--- src/rtl/buffered_ram_arbiter_pkg.sv ---
// Shared constants and types for buffered_ram_arbiter and its round-robin sub-arbiter.
// Read latency matches the fixed 2-cycle latency of buffered_ram.
package buffered_ram_arbiter_pkg;

    localparam int RD_LATENCY  = 2;
    localparam int NUM_CLIENTS = 2;

    typedef logic client_id_t;

endpackage

--- src/rtl/rr_arbiter2.sv ---
// Two-input round-robin arbiter: combinational one-hot grant, registered priority pointer.
// The pointer only flips after a contested grant, so an uncontested client never loses its turn.
module rr_arbiter2
    import buffered_ram_arbiter_pkg::*;
(
    input  logic       clk,
    input  logic       rst_n,
    input  logic [1:0] req,
    output logic [1:0] grant
);

    client_id_t ptr_reg;
    client_id_t ptr_next;

    // Grants are suppressed while reset is asserted so no ack leaks out mid-reset.
    always_comb begin
        grant    = 2'b00;
        ptr_next = ptr_reg;
        if (rst_n) begin
            if (&req) begin
                grant[ptr_reg] = 1'b1;
                ptr_next       = ~ptr_reg;
            end else begin
                grant = req;
            end
        end
    end

    always_ff @(posedge clk or negedge rst_n) begin
        if (!rst_n) begin
            ptr_reg <= 1'b0;
        end else begin
            ptr_reg <= ptr_next;
        end
    end

endmodule

--- src/rtl/buffered_ram_arbiter.sv ---
// Two-client arbiter/sequencer for buffered_ram: independent round-robin write and read ports,
// 2-cycle read tag pipe for routing returns. Define RAM_ARB_WRFWD_EN to forward colliding writes.
module buffered_ram_arbiter
    import buffered_ram_arbiter_pkg::*;
#(
    parameter int p_addresswidth = 8,
    parameter int p_datawidth    = 16
) (
    input  logic                      inclk,
    input  logic                      inrst_n,
    input  logic                      in_c0_wrreq,
    input  logic [p_addresswidth-1:0] in_c0_wraddress,
    input  logic [p_datawidth-1:0]    in_c0_wrdata,
    output logic                      out_c0_wrack,
    input  logic                      in_c0_rdreq,
    input  logic [p_addresswidth-1:0] in_c0_rdaddress,
    output logic                      out_c0_rdack,
    output logic                      out_c0_rdvalid,
    output logic [p_datawidth-1:0]    out_c0_rddata,
    input  logic                      in_c1_wrreq,
    input  logic [p_addresswidth-1:0] in_c1_wraddress,
    input  logic [p_datawidth-1:0]    in_c1_wrdata,
    output logic                      out_c1_wrack,
    input  logic                      in_c1_rdreq,
    input  logic [p_addresswidth-1:0] in_c1_rdaddress,
    output logic                      out_c1_rdack,
    output logic                      out_c1_rdvalid,
    output logic [p_datawidth-1:0]    out_c1_rddata,
    output logic                      out_ram_wren,
    output logic [p_addresswidth-1:0] out_ram_wraddress,
    output logic [p_datawidth-1:0]    out_ram_wrdata,
    output logic [p_addresswidth-1:0] out_ram_rdaddress,
    input  logic [p_datawidth-1:0]    in_ram_rddata
);

    logic [NUM_CLIENTS-1:0]    wr_req;
    logic [NUM_CLIENTS-1:0]    wr_gnt;
    logic [NUM_CLIENTS-1:0]    rd_req;
    logic [NUM_CLIENTS-1:0]    rd_gnt;
    client_id_t                wr_id;
    client_id_t                rd_id;
    logic                      rd_any;
    logic [p_addresswidth-1:0] rd_sel_addr;
    logic [p_addresswidth-1:0] rdaddr_reg;
    logic [RD_LATENCY-1:0]     tag_valid_reg;
    logic [RD_LATENCY-1:0]     tag_valid_next;
    client_id_t                tag_id_reg  [RD_LATENCY];
    client_id_t                tag_id_next [RD_LATENCY];
    logic                      ret_valid;
    client_id_t                ret_id;
    logic [p_datawidth-1:0]    ret_data;

    assign wr_req = {in_c1_wrreq, in_c0_wrreq};
    assign rd_req = {in_c1_rdreq, in_c0_rdreq};

    rr_arbiter2 u_wr_arb (
        .clk   (inclk),
        .rst_n (inrst_n),
        .req   (wr_req),
        .grant (wr_gnt)
    );

    rr_arbiter2 u_rd_arb (
        .clk   (inclk),
        .rst_n (inrst_n),
        .req   (rd_req),
        .grant (rd_gnt)
    );

    assign out_c0_wrack      = wr_gnt[0];
    assign out_c1_wrack      = wr_gnt[1];
    assign wr_id             = wr_gnt[1];
    assign out_ram_wren      = |wr_gnt;
    assign out_ram_wraddress = wr_id ? in_c1_wraddress : in_c0_wraddress;
    assign out_ram_wrdata    = wr_id ? in_c1_wrdata    : in_c0_wrdata;

    assign out_c0_rdack      = rd_gnt[0];
    assign out_c1_rdack      = rd_gnt[1];
    assign rd_any            = |rd_gnt;
    assign rd_id             = rd_gnt[1];
    assign rd_sel_addr       = rd_id ? in_c1_rdaddress : in_c0_rdaddress;
    // Idle cycles keep the previous address on the RAM read port.
    assign out_ram_rdaddress = rd_any ? rd_sel_addr : rdaddr_reg;

    genvar gi;
    generate
        for (gi = 0; gi < RD_LATENCY; gi++) begin : g_tag
            if (gi == 0) begin : g_head
                assign tag_valid_next[gi] = rd_any;
                assign tag_id_next[gi]    = rd_id;
            end else begin : g_body
                assign tag_valid_next[gi] = tag_valid_reg[gi-1];
                assign tag_id_next[gi]    = tag_id_reg[gi-1];
            end
        end
    endgenerate

    always_ff @(posedge inclk or negedge inrst_n) begin
        if (!inrst_n) begin
            tag_valid_reg <= '0;
            rdaddr_reg    <= '0;
            for (int i = 0; i < RD_LATENCY; i++) begin
                tag_id_reg[i] <= 1'b0;
            end
        end else begin
            tag_valid_reg <= tag_valid_next;
            rdaddr_reg    <= out_ram_rdaddress;
            for (int i = 0; i < RD_LATENCY; i++) begin
                tag_id_reg[i] <= tag_id_next[i];
            end
        end
    end

    assign ret_valid = tag_valid_reg[RD_LATENCY-1];
    assign ret_id    = tag_id_reg[RD_LATENCY-1];

`ifdef RAM_ARB_WRFWD_EN
    logic                   fwd_hit;
    logic [RD_LATENCY-1:0]  fwd_hit_reg;
    logic [p_datawidth-1:0] fwd_data_reg [RD_LATENCY];

    // The RAM returns pre-write contents on a same-cycle collision; capture the new word instead.
    assign fwd_hit = rd_any && out_ram_wren && (out_ram_wraddress == rd_sel_addr);

    always_ff @(posedge inclk or negedge inrst_n) begin
        if (!inrst_n) begin
            fwd_hit_reg <= '0;
            for (int i = 0; i < RD_LATENCY; i++) begin
                fwd_data_reg[i] <= '0;
            end
        end else begin
            fwd_hit_reg     <= {fwd_hit_reg[RD_LATENCY-2:0], fwd_hit};
            fwd_data_reg[0] <= out_ram_wrdata;
            for (int i = 1; i < RD_LATENCY; i++) begin
                fwd_data_reg[i] <= fwd_data_reg[i-1];
            end
        end
    end

    assign ret_data = fwd_hit_reg[RD_LATENCY-1] ? fwd_data_reg[RD_LATENCY-1] : in_ram_rddata;
`else
    assign ret_data = in_ram_rddata;
`endif

    assign out_c0_rdvalid = ret_valid && (ret_id == 1'b0);
    assign out_c1_rdvalid = ret_valid && (ret_id == 1'b1);
    assign out_c0_rddata  = ret_data;
    assign out_c1_rddata  = ret_data;

endmodule

--- config.mk ---
export PLATFORM = sky130hd
export DESIGN_NAME = buffered_ram_arbiter
export DESIGN_NICKNAME = d
export VERILOG_FILES = /design/src/rtl/buffered_ram_arbiter_pkg.sv /design/src/rtl/rr_arbiter2.sv /design/src/rtl/buffered_ram_arbiter.sv
export SDC_FILE = /design/constraint.sdc
export NUM_CORES = 1
export LEC_CHECK = 0
export ABC_AREA = 1
export CORE_MARGIN = 2
export CORE_UTILIZATION = 28
export DETAILED_ROUTE_END_ITERATION = 8
export PLACE_DENSITY = 0.95
export SETUP_SLACK_MARGIN = 0.3
export SYNTH_ARGS = -nofsm -noshare
export SYNTH_HDL_FRONTEND = slang
export SYNTH_HIERARCHICAL = 1
export SYNTH_SLANG_ARGS = --single-unit
export TNS_END_PERCENT = 50
--- constraint.sdc ---
create_clock -name inclk -period 3 [get_ports inclk]
set_input_delay 0.9 -clock inclk [delete_from_list [all_inputs] [get_ports inclk]]
set_output_delay 0.9 -clock inclk [all_outputs]
set_load 0.02 [all_outputs]
ff_map.png
Drawn at 6 px/µm.
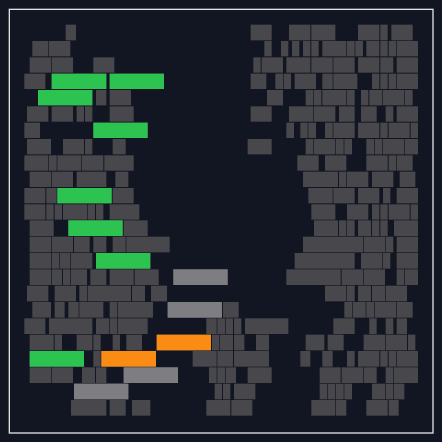
Key: rdaddr_reg = green [flops 8]; tag_valid_reg = orange [flops 2]

sizing.png
Drawn at 6 px/µm.
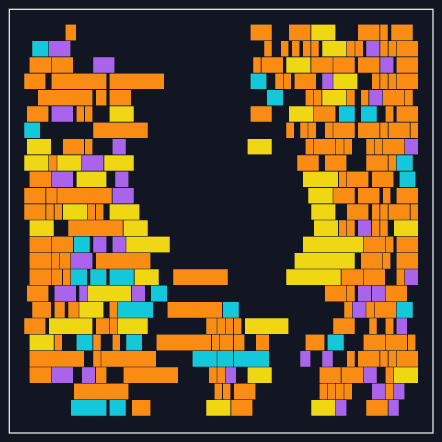
Key: x1 and smaller = orange [cells 181, most used nand2_1]; x2 = purple [cells 35, most used nand2_2]; x6 and larger = yellow [cells 37, most used buf_6]; x3 and x4 = cyan [cells 24, most used buf_4]

==> reports/metrics.cfg <==
[synthesis]
synth_cell_type_count=15
ys_cells=184
netlist_logic_family_top=simple AND/OR/NAND/NOR gates
fa_ha_area_frac=0
ys_seq_frac=0.284
yosys.stat.chipArea_um2=1230
synthSimpleGateAreaFrac=0.415
yosys_most_used_dff=sky130_fd_sc_hd__dfrtp_1
enable_flop_cells=0
netlist_area_um2=1230

[global_routing]
vias_in_the_first_global_route=1568
global_route.usage.total=0.170
grt_max_degree=25

[outcome]
outcome=complete, no violations

[setup_path]
worst_ep_required_time_ps=2100
r2r_cells=7
crit_path_start_kind=primary input
cp_slowest_stage_delay_ps=190

[sta]
crit_share_post_route=0.901
rsz_0062_raised_after_global_routing=yes
worst_clock_skew_ps=3.44

[die]
dieWidth_um=70.4
dieArea_um2=4950
core_util_floorplan=0.287

[pwr]
power_density_nw_per_um2=383
pwr.group.combinational_mw=0.513
power_frac_seq=0.257
totalPowerFinal_mw=0.940
power.internal_mw=0.608

[layout]
multiInputGateArea_um2=657
most_used_logic_cell_in_the_final_layout=sky130_fd_sc_hd__nand2_1
sh_comb_area=0.267
fillCellCount=358
fin_nets=364

[min_path]
hold_path_class=reg2reg

[clock_network]
clock_latency_ps=250
clk_path_buf_depth=2
clock_transition_at_path_regs_ps=60
cts_buffers=3
ctsHoldBuffers=0

[place]
hpwl_um=3220
placed_cells_incl_taps=315
placement.setup.worst_slack_ps=-681

class_map.png
Drawn at 6 px/µm.
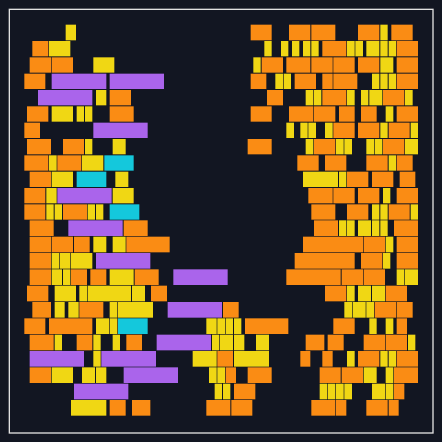
Key: clock drivers and dummy loads = cyan [cells 4, share of their area 2.3%]; remaining buffers and delay cells = orange [cells 127, share of their area 54%]; remaining logic cells = yellow [cells 132, share of their area 29%]; registers = purple [cells 14, share of their area 15%]
Post-Layout Inst Area: 2460 µm²
final core area utilization: 0.572
Floorplan Core Area: 4290 µm²
sequential share of cell area: 0.143

m3.png
Drawn at 4 px/µm. Cells faint in the background.
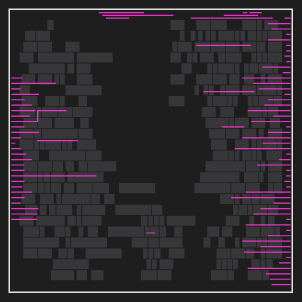
The longest straight run is 20.9 µm. The layer holds 11% of the routed length. 87 nets have wire on it.
Vias: 1519
DRT Wirelength: 4590 µm

## final timing paths
check | startpoint | endpoint | slack [ps]
hold reg to reg | tag_valid_reg[0] | tag_valid_reg[1] | 350
setup reg to reg | u_rd_arb/ptr_reg | rdaddr_reg[1] | 1690
hold / removal | tag_valid_reg[0] | tag_valid_reg[1] | 350
setup / recovery | inrst_n | out_ram_wrdata[10] | 300
min in group asynchronous | inrst_n | u_wr_arb/ptr_reg | 560
max in group asynchronous | inrst_n | rdaddr_reg[1] | 2280
## per-layer routing
| metal | track usage | vias to the layer above | wire [µm] |
|---|---|---|---|
| met2 | 0.307 | 98 | 2350 |
| met3 | 0.0606 | 4 | 518 |
| met4 | 0.0470 | 0 | 45 |
| li1 | - | 723 | - |
| met1 | 0.187 | 694 | 1670 |
| met5 | 0 | - | 0 |
